<file path="config.mk">
export PLATFORM = sky130hd
export DESIGN_NAME = multicycle_controller_flat
export DESIGN_NICKNAME = d
export VERILOG_FILES = /design/src/rtl/mc_pkg.sv /design/src/rtl/multicycle_controller_if.sv /design/src/rtl/alu_decoder.sv /design/src/rtl/multicycle_controller.sv /design/src/flat_wrapper.sv
export SDC_FILE = /design/constraint.sdc
export NUM_CORES = 1
export LEC_CHECK = 0
export ABC_CLOCK_PERIOD_IN_PS = 3760
export CAP_MARGIN = 20
export CORE_ASPECT_RATIO = 0.75
export CORE_UTILIZATION = 29
export CTS_BUF_LIST = sky130_fd_sc_hd__clkbuf_4 sky130_fd_sc_hd__clkbuf_8 sky130_fd_sc_hd__clkbuf_16
export CTS_CLUSTER_SIZE = 40
export DETAILED_ROUTE_END_ITERATION = 16
export GPL_TIMING_DRIVEN = 0
export PLACE_DENSITY = 0.48
export SYNTH_ARGS = -nofsm -noshare
export SYNTH_HDL_FRONTEND = slang
export SYNTH_HIERARCHICAL = 1
export SYNTH_SLANG_ARGS = --single-unit
</file>
<file path="constraint.sdc">
create_clock -name clock -period 3.76 [get_ports clock]
set_clock_uncertainty 0.2 [all_clocks]
set_input_delay 0.376 -clock clock [delete_from_list [all_inputs] [get_ports clock]]
set_output_delay 0.376 -clock clock [all_outputs]
set_load 0.01 [all_outputs]
</file>
<file path="src/rtl/mc_pkg.sv">
// Shared definitions for the multicycle MIPS controller.
//   - state_t      : controller FSM states
//   - alu_op_t     : coarse ALU request from the FSM to alu_decoder
//   - ctl_t        : registered control word produced per state
//   - opcode/funct : instruction field encodings
//   - ALU_*        : ALU control codes (MC_ALU_W bits)
//   - *_SEL        : datapath mux select encodings
// ctl_of() maps a state to its Moore control word. funct_known() is only
// consulted when MC_TRAP_EN is defined.
package mc_pkg;

    typedef enum logic [3:0] {
        S_IDLE, S_FETCH, S_DECODE, S_MEMADR, S_MEMREAD, S_MEMWB, S_MEMWRITE,
        S_EXECUTE, S_ALUWB, S_ADDIEX, S_ADDIWB, S_BRANCH, S_JUMP, S_JAL,
        S_JR, S_TRAP
    } state_t;

    typedef enum logic [1:0] {
        AOP_NONE, AOP_ADD, AOP_SUB, AOP_FUNCT
    } alu_op_t;

    localparam logic [5:0] OP_RTYPE = 6'b000000;
    localparam logic [5:0] OP_LW    = 6'b100011;
    localparam logic [5:0] OP_SW    = 6'b101011;
    localparam logic [5:0] OP_BEQ   = 6'b000100;
    localparam logic [5:0] OP_ADDI  = 6'b001000;
    localparam logic [5:0] OP_J     = 6'b000010;
    localparam logic [5:0] OP_JAL   = 6'b000011;

    localparam logic [5:0] FN_ADD = 6'b100000;
    localparam logic [5:0] FN_SUB = 6'b100010;
    localparam logic [5:0] FN_AND = 6'b100100;
    localparam logic [5:0] FN_OR  = 6'b100101;
    localparam logic [5:0] FN_SLT = 6'b101010;
    localparam logic [5:0] FN_JR  = 6'b001000;

    localparam int MC_ALU_W = 5;
    localparam logic [MC_ALU_W-1:0] ALU_AND = 5'd0;
    localparam logic [MC_ALU_W-1:0] ALU_OR  = 5'd1;
    localparam logic [MC_ALU_W-1:0] ALU_ADD = 5'd2;
    localparam logic [MC_ALU_W-1:0] ALU_SUB = 5'd6;
    localparam logic [MC_ALU_W-1:0] ALU_SLT = 5'd7;

    localparam logic [1:0] REG_DST_RT = 2'd0;
    localparam logic [1:0] REG_DST_RD = 2'd1;
    localparam logic [1:0] REG_DST_RA = 2'd2;

    localparam logic [1:0] M2R_ALUOUT = 2'd0;
    localparam logic [1:0] M2R_MEM    = 2'd1;
    localparam logic [1:0] M2R_PC     = 2'd2;

    localparam logic [1:0] SRCB_RD2    = 2'd0;
    localparam logic [1:0] SRCB_FOUR   = 2'd1;
    localparam logic [1:0] SRCB_IMM    = 2'd2;
    localparam logic [1:0] SRCB_IMM_SH = 2'd3;

    localparam logic [1:0] PCSRC_ALU    = 2'd0;
    localparam logic [1:0] PCSRC_ALUOUT = 2'd1;
    localparam logic [1:0] PCSRC_JUMP   = 2'd2;
    localparam logic [1:0] PCSRC_RD1    = 2'd3;

    typedef struct packed {
        logic       pc_write;
        logic       branch;
        logic       iord;
        logic       ir_write;
        logic       mem_write;
        logic       reg_write;
        logic [1:0] reg_dst;
        logic [1:0] mem_to_reg;
        logic       alu_src_a;
        logic [1:0] alu_src_b;
        logic [1:0] pc_src;
        alu_op_t    alu_op;
        logic       busy_wait;
    } ctl_t;

    // last = the memory wait counter has reached MEM_WAIT in this state
    function automatic ctl_t ctl_of(input state_t s, input logic last);
        ctl_t c;
        c = '0;
        case (s)
            S_FETCH: begin
                c.alu_src_b = SRCB_FOUR;
                c.alu_op    = AOP_ADD;
                c.pc_src    = PCSRC_ALU;
                c.ir_write  = last;
                c.pc_write  = last;
                c.busy_wait = !last;
            end
            S_DECODE: begin
                c.alu_src_b = SRCB_IMM_SH;
                c.alu_op    = AOP_ADD;
            end
            S_MEMADR, S_ADDIEX: begin
                c.alu_src_a = 1'b1;
                c.alu_src_b = SRCB_IMM;
                c.alu_op    = AOP_ADD;
            end
            S_MEMREAD: begin
                c.iord      = 1'b1;
                c.busy_wait = !last;
            end
            S_MEMWB: begin
                c.reg_write  = 1'b1;
                c.reg_dst    = REG_DST_RT;
                c.mem_to_reg = M2R_MEM;
            end
            S_MEMWRITE: begin
                c.iord      = 1'b1;
                c.mem_write = last;
                c.busy_wait = !last;
            end
            S_EXECUTE: begin
                c.alu_src_a = 1'b1;
                c.alu_src_b = SRCB_RD2;
                c.alu_op    = AOP_FUNCT;
            end
            S_ALUWB: begin
                c.reg_write  = 1'b1;
                c.reg_dst    = REG_DST_RD;
                c.mem_to_reg = M2R_ALUOUT;
            end
            S_ADDIWB: begin
                c.reg_write  = 1'b1;
                c.reg_dst    = REG_DST_RT;
                c.mem_to_reg = M2R_ALUOUT;
            end
            S_BRANCH: begin
                c.alu_src_a = 1'b1;
                c.alu_src_b = SRCB_RD2;
                c.alu_op    = AOP_SUB;
                c.pc_src    = PCSRC_ALUOUT;
                c.branch    = 1'b1;
            end
            S_JUMP: begin
                c.pc_src   = PCSRC_JUMP;
                c.pc_write = 1'b1;
            end
            S_JAL: begin
                // PC already holds PC+4 here, so it is the link value
                c.reg_write  = 1'b1;
                c.reg_dst    = REG_DST_RA;
                c.mem_to_reg = M2R_PC;
                c.pc_src     = PCSRC_JUMP;
                c.pc_write   = 1'b1;
            end
            S_JR: begin
                c.pc_src   = PCSRC_RD1;
                c.pc_write = 1'b1;
            end
            default: c = '0;
        endcase
        return c;
    endfunction

    function automatic logic funct_known(input logic [5:0] f);
        return (f == FN_ADD) || (f == FN_SUB) || (f == FN_AND) ||
               (f == FN_OR)  || (f == FN_SLT) || (f == FN_JR);
    endfunction

endpackage

</file>
<file path="src/rtl/multicycle_controller_if.sv">
// Controller <-> datapath bundle.
//   master : controller side (takes opcode/funct/zero, drives controls)
//   slave  : datapath side
// trap exists only when MC_TRAP_EN is defined.
interface multicycle_controller_if #(
    parameter int ALU_CTRL_W = 5
);
    logic [5:0]            opcode;
    logic [5:0]            funct;
    logic                  zero;
    logic                  pc_en;
    logic                  iord;
    logic                  ir_write;
    logic                  mem_write;
    logic                  reg_write;
    logic [1:0]            reg_dst;
    logic [1:0]            mem_to_reg;
    logic                  alu_src_a;
    logic [1:0]            alu_src_b;
    logic [1:0]            pc_src;
    logic [ALU_CTRL_W-1:0] alu_control;
    logic                  busy_wait;
`ifdef MC_TRAP_EN
    logic                  trap;
`endif

    modport master (
        input  opcode, funct, zero,
`ifdef MC_TRAP_EN
        output trap,
`endif
        output pc_en, iord, ir_write, mem_write, reg_write, reg_dst,
               mem_to_reg, alu_src_a, alu_src_b, pc_src, alu_control,
               busy_wait
    );

    modport slave (
        output opcode, funct, zero,
`ifdef MC_TRAP_EN
        input  trap,
`endif
        input  pc_en, iord, ir_write, mem_write, reg_write, reg_dst,
               mem_to_reg, alu_src_a, alu_src_b, pc_src, alu_control,
               busy_wait
    );
endinterface

</file>
<file path="src/rtl/alu_decoder.sv">
// Maps the FSM's ALU request plus the instruction funct field to the ALU
// control code. Unused funct codes fall back to AND (code 0).
//   alu_op      in  coarse request (none / add / sub / by funct)
//   funct       in  instr[5:0]
//   alu_control out ALU operation, ALU_CTRL_W bits
module alu_decoder
    import mc_pkg::*;
#(
    parameter int ALU_CTRL_W = 5
) (
    input  alu_op_t               alu_op,
    input  logic [5:0]            funct,
    output logic [ALU_CTRL_W-1:0] alu_control
);

    logic [MC_ALU_W-1:0] code;

    always_comb begin
        code = ALU_AND;
        case (alu_op)
            AOP_ADD: code = ALU_ADD;
            AOP_SUB: code = ALU_SUB;
            AOP_FUNCT: begin
                case (funct)
                    FN_ADD:  code = ALU_ADD;
                    FN_SUB:  code = ALU_SUB;
                    FN_AND:  code = ALU_AND;
                    FN_OR:   code = ALU_OR;
                    FN_SLT:  code = ALU_SLT;
                    default: code = ALU_AND;
                endcase
            end
            default: code = ALU_AND;
        endcase
    end

    assign alu_control = ALU_CTRL_W'(code);

endmodule

</file>
<file path="src/rtl/multicycle_controller.sv">
// Moore control unit for the multicycle MIPS datapath.
//   clock, reset_n : rising-edge clock, async active-low reset
//   bus (master)   : opcode/funct/zero in; all mux selects and enables out
// MEM_WAIT (0..15) stretches FETCH, MEMREAD and MEMWRITE by that many
// cycles; busy_wait flags the stalled cycles.
// Optional macro MC_TRAP_EN: unknown opcode / R-type funct parks the FSM in
// TRAP (trap=1, all enables low) until reset. Without it an unknown opcode
// behaves as a nop and an unknown funct executes as AND.
//
// state      | meaning
// IDLE       | in reset, all outputs low
// FETCH      | read instruction at PC, PC += 4 on last cycle
// DECODE     | branch target into ALUOut, dispatch on opcode
// MEMADR     | base + offset for lw/sw
// MEMREAD    | data read at ALUOut
// MEMWB      | memory data into rt
// MEMWRITE   | data write at ALUOut, strobe on last cycle
// EXECUTE    | R-type ALU op
// ALUWB      | ALUOut into rd
// ADDIEX     | rs + imm
// ADDIWB     | ALUOut into rt
// BRANCH     | compare, PC <- ALUOut when equal
// JUMP       | PC <- jump target
// JAL        | r31 <- PC, PC <- jump target
// JR         | PC <- rs
// TRAP       | illegal instruction, hold until reset
module multicycle_controller
    import mc_pkg::*;
#(
    parameter int MEM_WAIT   = 0,
    parameter int ALU_CTRL_W = 5
) (
    input  logic               clock,
    input  logic               reset_n,
    multicycle_controller_if.master bus
);

    localparam logic [3:0] WAIT_MAX = 4'(MEM_WAIT);

`ifdef MC_TRAP_EN
    localparam state_t UNKNOWN_NEXT = S_TRAP;
`else
    localparam state_t UNKNOWN_NEXT = S_FETCH;
`endif

    state_t     state_q, state_d;
    logic [3:0] wait_q, wait_d;
    ctl_t       ctl_q;
    logic       stalled;

    assign stalled = (wait_q != WAIT_MAX);

    always_comb begin
        state_d = state_q;
        wait_d  = wait_q;
        case (state_q)
            S_IDLE:   state_d = S_FETCH;
            S_FETCH: begin
                if (stalled) wait_d = wait_q + 4'd1;
                else         state_d = S_DECODE;
            end
            S_DECODE: begin
                case (opcode_sel(bus.opcode))
                    2'd1:    state_d = S_MEMADR;
                    2'd2: begin
                        if (bus.funct == FN_JR) state_d = S_JR;
`ifdef MC_TRAP_EN
                        else if (!funct_known(bus.funct)) state_d = S_TRAP;
`endif
                        else state_d = S_EXECUTE;
                    end
                    default: begin
                        case (bus.opcode)
                            OP_BEQ:  state_d = S_BRANCH;
                            OP_ADDI: state_d = S_ADDIEX;
                            OP_J:    state_d = S_JUMP;
                            OP_JAL:  state_d = S_JAL;
                            default: state_d = UNKNOWN_NEXT;
                        endcase
                    end
                endcase
            end
            S_MEMADR:   state_d = (bus.opcode == OP_SW) ? S_MEMWRITE : S_MEMREAD;
            S_MEMREAD: begin
                if (stalled) wait_d = wait_q + 4'd1;
                else         state_d = S_MEMWB;
            end
            S_MEMWRITE: begin
                if (stalled) wait_d = wait_q + 4'd1;
                else         state_d = S_FETCH;
            end
            S_EXECUTE:  state_d = S_ALUWB;
            S_ADDIEX:   state_d = S_ADDIWB;
            S_MEMWB, S_ALUWB, S_ADDIWB, S_BRANCH, S_JUMP, S_JAL, S_JR:
                        state_d = S_FETCH;
            S_TRAP:     state_d = S_TRAP;
            default:    state_d = S_IDLE;
        endcase
        // every state entry restarts the wait count; only the memory
        // states ever advance it
        if (state_d != state_q) wait_d = '0;
    end

    // 1 = lw/sw, 2 = R-type, 0 = everything else
    function automatic logic [1:0] opcode_sel(input logic [5:0] op);
        if (op == OP_LW || op == OP_SW) return 2'd1;
        if (op == OP_RTYPE)             return 2'd2;
        return 2'd0;
    endfunction

    // Outputs are registered from the next state, so they change in step
    // with state_q and come out of reset at zero.
    always_ff @(posedge clock or negedge reset_n) begin
        if (!reset_n) begin
            state_q <= S_IDLE;
            wait_q  <= '0;
            ctl_q   <= '0;
        end else begin
            state_q <= state_d;
            wait_q  <= wait_d;
            ctl_q   <= ctl_of(state_d, wait_d == WAIT_MAX);
        end
    end

    alu_decoder #(.ALU_CTRL_W(ALU_CTRL_W)) u_alu_decoder (
        .alu_op      (ctl_q.alu_op),
        .funct       (bus.funct),
        .alu_control (bus.alu_control)
    );

    assign bus.pc_en      = ctl_q.pc_write | (ctl_q.branch & bus.zero);
    assign bus.iord       = ctl_q.iord;
    assign bus.ir_write   = ctl_q.ir_write;
    assign bus.mem_write  = ctl_q.mem_write;
    assign bus.reg_write  = ctl_q.reg_write;
    assign bus.reg_dst    = ctl_q.reg_dst;
    assign bus.mem_to_reg = ctl_q.mem_to_reg;
    assign bus.alu_src_a  = ctl_q.alu_src_a;
    assign bus.alu_src_b  = ctl_q.alu_src_b;
    assign bus.pc_src     = ctl_q.pc_src;
    assign bus.busy_wait  = ctl_q.busy_wait;
`ifdef MC_TRAP_EN
    assign bus.trap       = (state_q == S_TRAP);
`endif

endmodule

</file>
<file path="src/flat_wrapper.sv">
// flat-port wrapper written by rule: the top's interface ports become plain ports
module multicycle_controller_flat import mc_pkg::*;
#(
    parameter int MEM_WAIT   = 0,
    parameter int ALU_CTRL_W = 5
)
  (clock, reset_n, bus_opcode, bus_funct, bus_zero, bus_pc_en, bus_iord, bus_ir_write, bus_mem_write, bus_reg_write, bus_reg_dst, bus_mem_to_reg, bus_alu_src_a, bus_alu_src_b, bus_pc_src, bus_alu_control, bus_busy_wait);
  multicycle_controller_if #(.ALU_CTRL_W(ALU_CTRL_W)) bus_i ();
  input  logic clock;
  input  logic reset_n;
  input wire logic [$bits(bus_i.opcode)-1:0] bus_opcode;
  input wire logic [$bits(bus_i.funct)-1:0] bus_funct;
  input wire logic [$bits(bus_i.zero)-1:0] bus_zero;
  output wire logic [$bits(bus_i.pc_en)-1:0] bus_pc_en;
  output wire logic [$bits(bus_i.iord)-1:0] bus_iord;
  output wire logic [$bits(bus_i.ir_write)-1:0] bus_ir_write;
  output wire logic [$bits(bus_i.mem_write)-1:0] bus_mem_write;
  output wire logic [$bits(bus_i.reg_write)-1:0] bus_reg_write;
  output wire logic [$bits(bus_i.reg_dst)-1:0] bus_reg_dst;
  output wire logic [$bits(bus_i.mem_to_reg)-1:0] bus_mem_to_reg;
  output wire logic [$bits(bus_i.alu_src_a)-1:0] bus_alu_src_a;
  output wire logic [$bits(bus_i.alu_src_b)-1:0] bus_alu_src_b;
  output wire logic [$bits(bus_i.pc_src)-1:0] bus_pc_src;
  output wire logic [$bits(bus_i.alu_control)-1:0] bus_alu_control;
  output wire logic [$bits(bus_i.busy_wait)-1:0] bus_busy_wait;
  assign bus_i.opcode = bus_opcode;
  assign bus_i.funct = bus_funct;
  assign bus_i.zero = bus_zero;
  assign bus_pc_en = bus_i.pc_en;
  assign bus_iord = bus_i.iord;
  assign bus_ir_write = bus_i.ir_write;
  assign bus_mem_write = bus_i.mem_write;
  assign bus_reg_write = bus_i.reg_write;
  assign bus_reg_dst = bus_i.reg_dst;
  assign bus_mem_to_reg = bus_i.mem_to_reg;
  assign bus_alu_src_a = bus_i.alu_src_a;
  assign bus_alu_src_b = bus_i.alu_src_b;
  assign bus_pc_src = bus_i.pc_src;
  assign bus_alu_control = bus_i.alu_control;
  assign bus_busy_wait = bus_i.busy_wait;
  multicycle_controller #(.MEM_WAIT(MEM_WAIT), .ALU_CTRL_W(ALU_CTRL_W)) u_core (.clock(clock), .reset_n(reset_n), .bus(bus_i));
endmodule
</file>
pins.png
Bar = 20 um. Pins as bars across the die edge, other pins in gray.
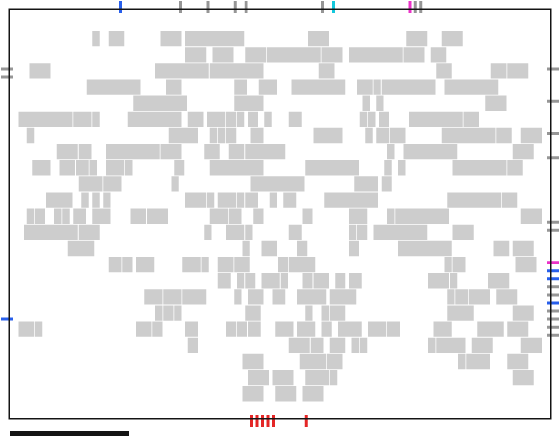
Key: red = bus_opcode [pins 6, direction input, edge south]; cyan = bus_zero [pins 1, direction input, edge north]; blue = bus_alu_control [pins 5, direction output, edge 3 east, 1 north, 1 west]; magenta = bus_reg_dst [pins 2, direction output, edge 1 east, 1 north]
All pins by edge: 16 east, 10 north, 6 south, 3 west.

drive_strength.png
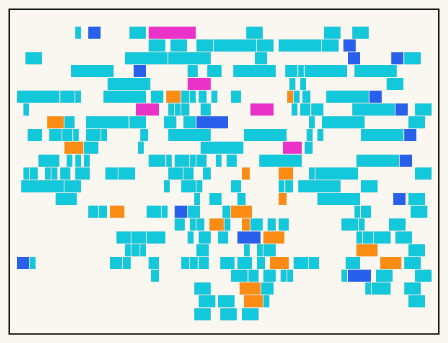
Key: cyan = drive 1 or less [cells 191, share 84%]; magenta = drive 6 and up [cells 5, share 2.2%]; blue = drive 3 to 4 [cells 15, share 6.6%]; orange = drive 2 [cells 17, share 7.5%]
Area growth syn-to-layout: 28.7%
Buffers, non-clock: 51
final instance area: 2220 um2

final_placement.png
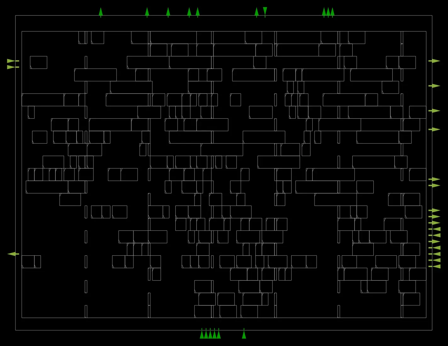
n_taps: 75
flop share of the area: 0.282
Core ar.: 5530 um2
Post-Layout Cell Count: 303

==> impl_metrics.csv <==
group,metric,value,unit
finish,drive_gt1_frac,0.162,
run_status,status,"complete, no violations",
sta,setup_ws,0.651,ns
setup_path,worst_path_largest_cell_delay,0.70,ns
sta,setup_viol,0,
cts,clock_sinks,25,
routing,met1_length,2200,um
synthesis,yosys_warnings,6,
grt,track_usage,0.138,
placed_design,post-place-cells,299,
pwr,swShare,0.425,
setup_path,crit_fanout,7,
finish,dominant_cells,"multi-input combinational cells",
floorplanning,die_h,68.8,um
sta,fin_crit_sh,0.827,
sta,rsz0062_at_grt,"no",
pwr,powerDensity,667,nW/um2
routing,wirelength,3960,um
grt,grt_pass1_wl,6840,um
synthesis,ys_top_cells_by_count,"dfrtp_1, nand2_1, nor2_1",
cts,cts_setup_buffers,0,
routing,dr_total_vias,1456,
synthesis,synth_area_leader_cell,"dfrtp_1",
synthesis,synth-edff-count,0,
routing,wl_met2,1590,um
setup_path,crit_family,"simple AND/OR/NAND/NOR gates",
pwr,ir_drop,217,uV
placed_design,dp_hpwl,3060,um
synthesis,synth_seq_share,0.363,
finish,regArea,626,um2
==> logic make-up after synthesis <==
| family | share of synthesized area |
|---|---|
| AND/OR/NAND/NOR | 0.290 |
| AND-OR/OR-AND | 0.187 |
| buffers and inverters | 0.0980 |
| flip-flops | 0.363 |
| XOR/XNOR | 0.0203 |
| multiplexers | 0.0247 |
| adder cells (fa/ha/maj) | 0.0145 |
| other | 0.00218 |
==> path summary, 6_finish.rpt <==
kind                                       startpoint                             end  slack (ns)  depth (start not counted)
hold reg to reg            u_core/wait_q[2]$_DFF_PN0_      u_core/wait_q[2]$_DFF_PN0_        0.46                          2
min in group clock         u_core/wait_q[2]$_DFF_PN0_      u_core/wait_q[2]$_DFF_PN0_        0.46                          2
hold / removal                                reset_n      u_core/wait_q[0]$_DFF_PN0_        0.21                          1
setup reg to reg           u_core/wait_q[0]$_DFF_PN0_  u_core/bus.busy_wait$_DFF_PN0_        0.65                          8
setup / recovery           u_core/wait_q[0]$_DFF_PN0_  u_core/bus.busy_wait$_DFF_PN0_        0.65                          8
max in group asynchronous                     reset_n     u_core/state_q[0]$_DFF_PN0_        2.71                          2
==> cells in the final DEF (no fill, tap or decap), drive strengths merged, types with 3 or more instances in the layout <==
cell type       n
clkdlybuf4s50  32
dfrtp          25
nand2          17
nor2           15
buf            15
inv            13
a21oi           9
nand2b          7
clkbuf          7
nand3           5
and3            5
nor4b           4
and2            4
nor3            4
o21ai           4
o211ai          4
xnor2           3
and4b           3
nand3b          3
nor3b           3
nor4            3
==> per-stage QoR <==
step	util	power [uW]	hold slack [ns]
after floorplan	-	1030	-0.120
after global placement	0.387	1320	0.438
after detailed placement	0.392	1320	0.433
after CTS	0.401	1490	0.217
after global routing	0.401	1620	0.228
final	0.401	1480	0.211
Power and IR drop assume default switching activity.
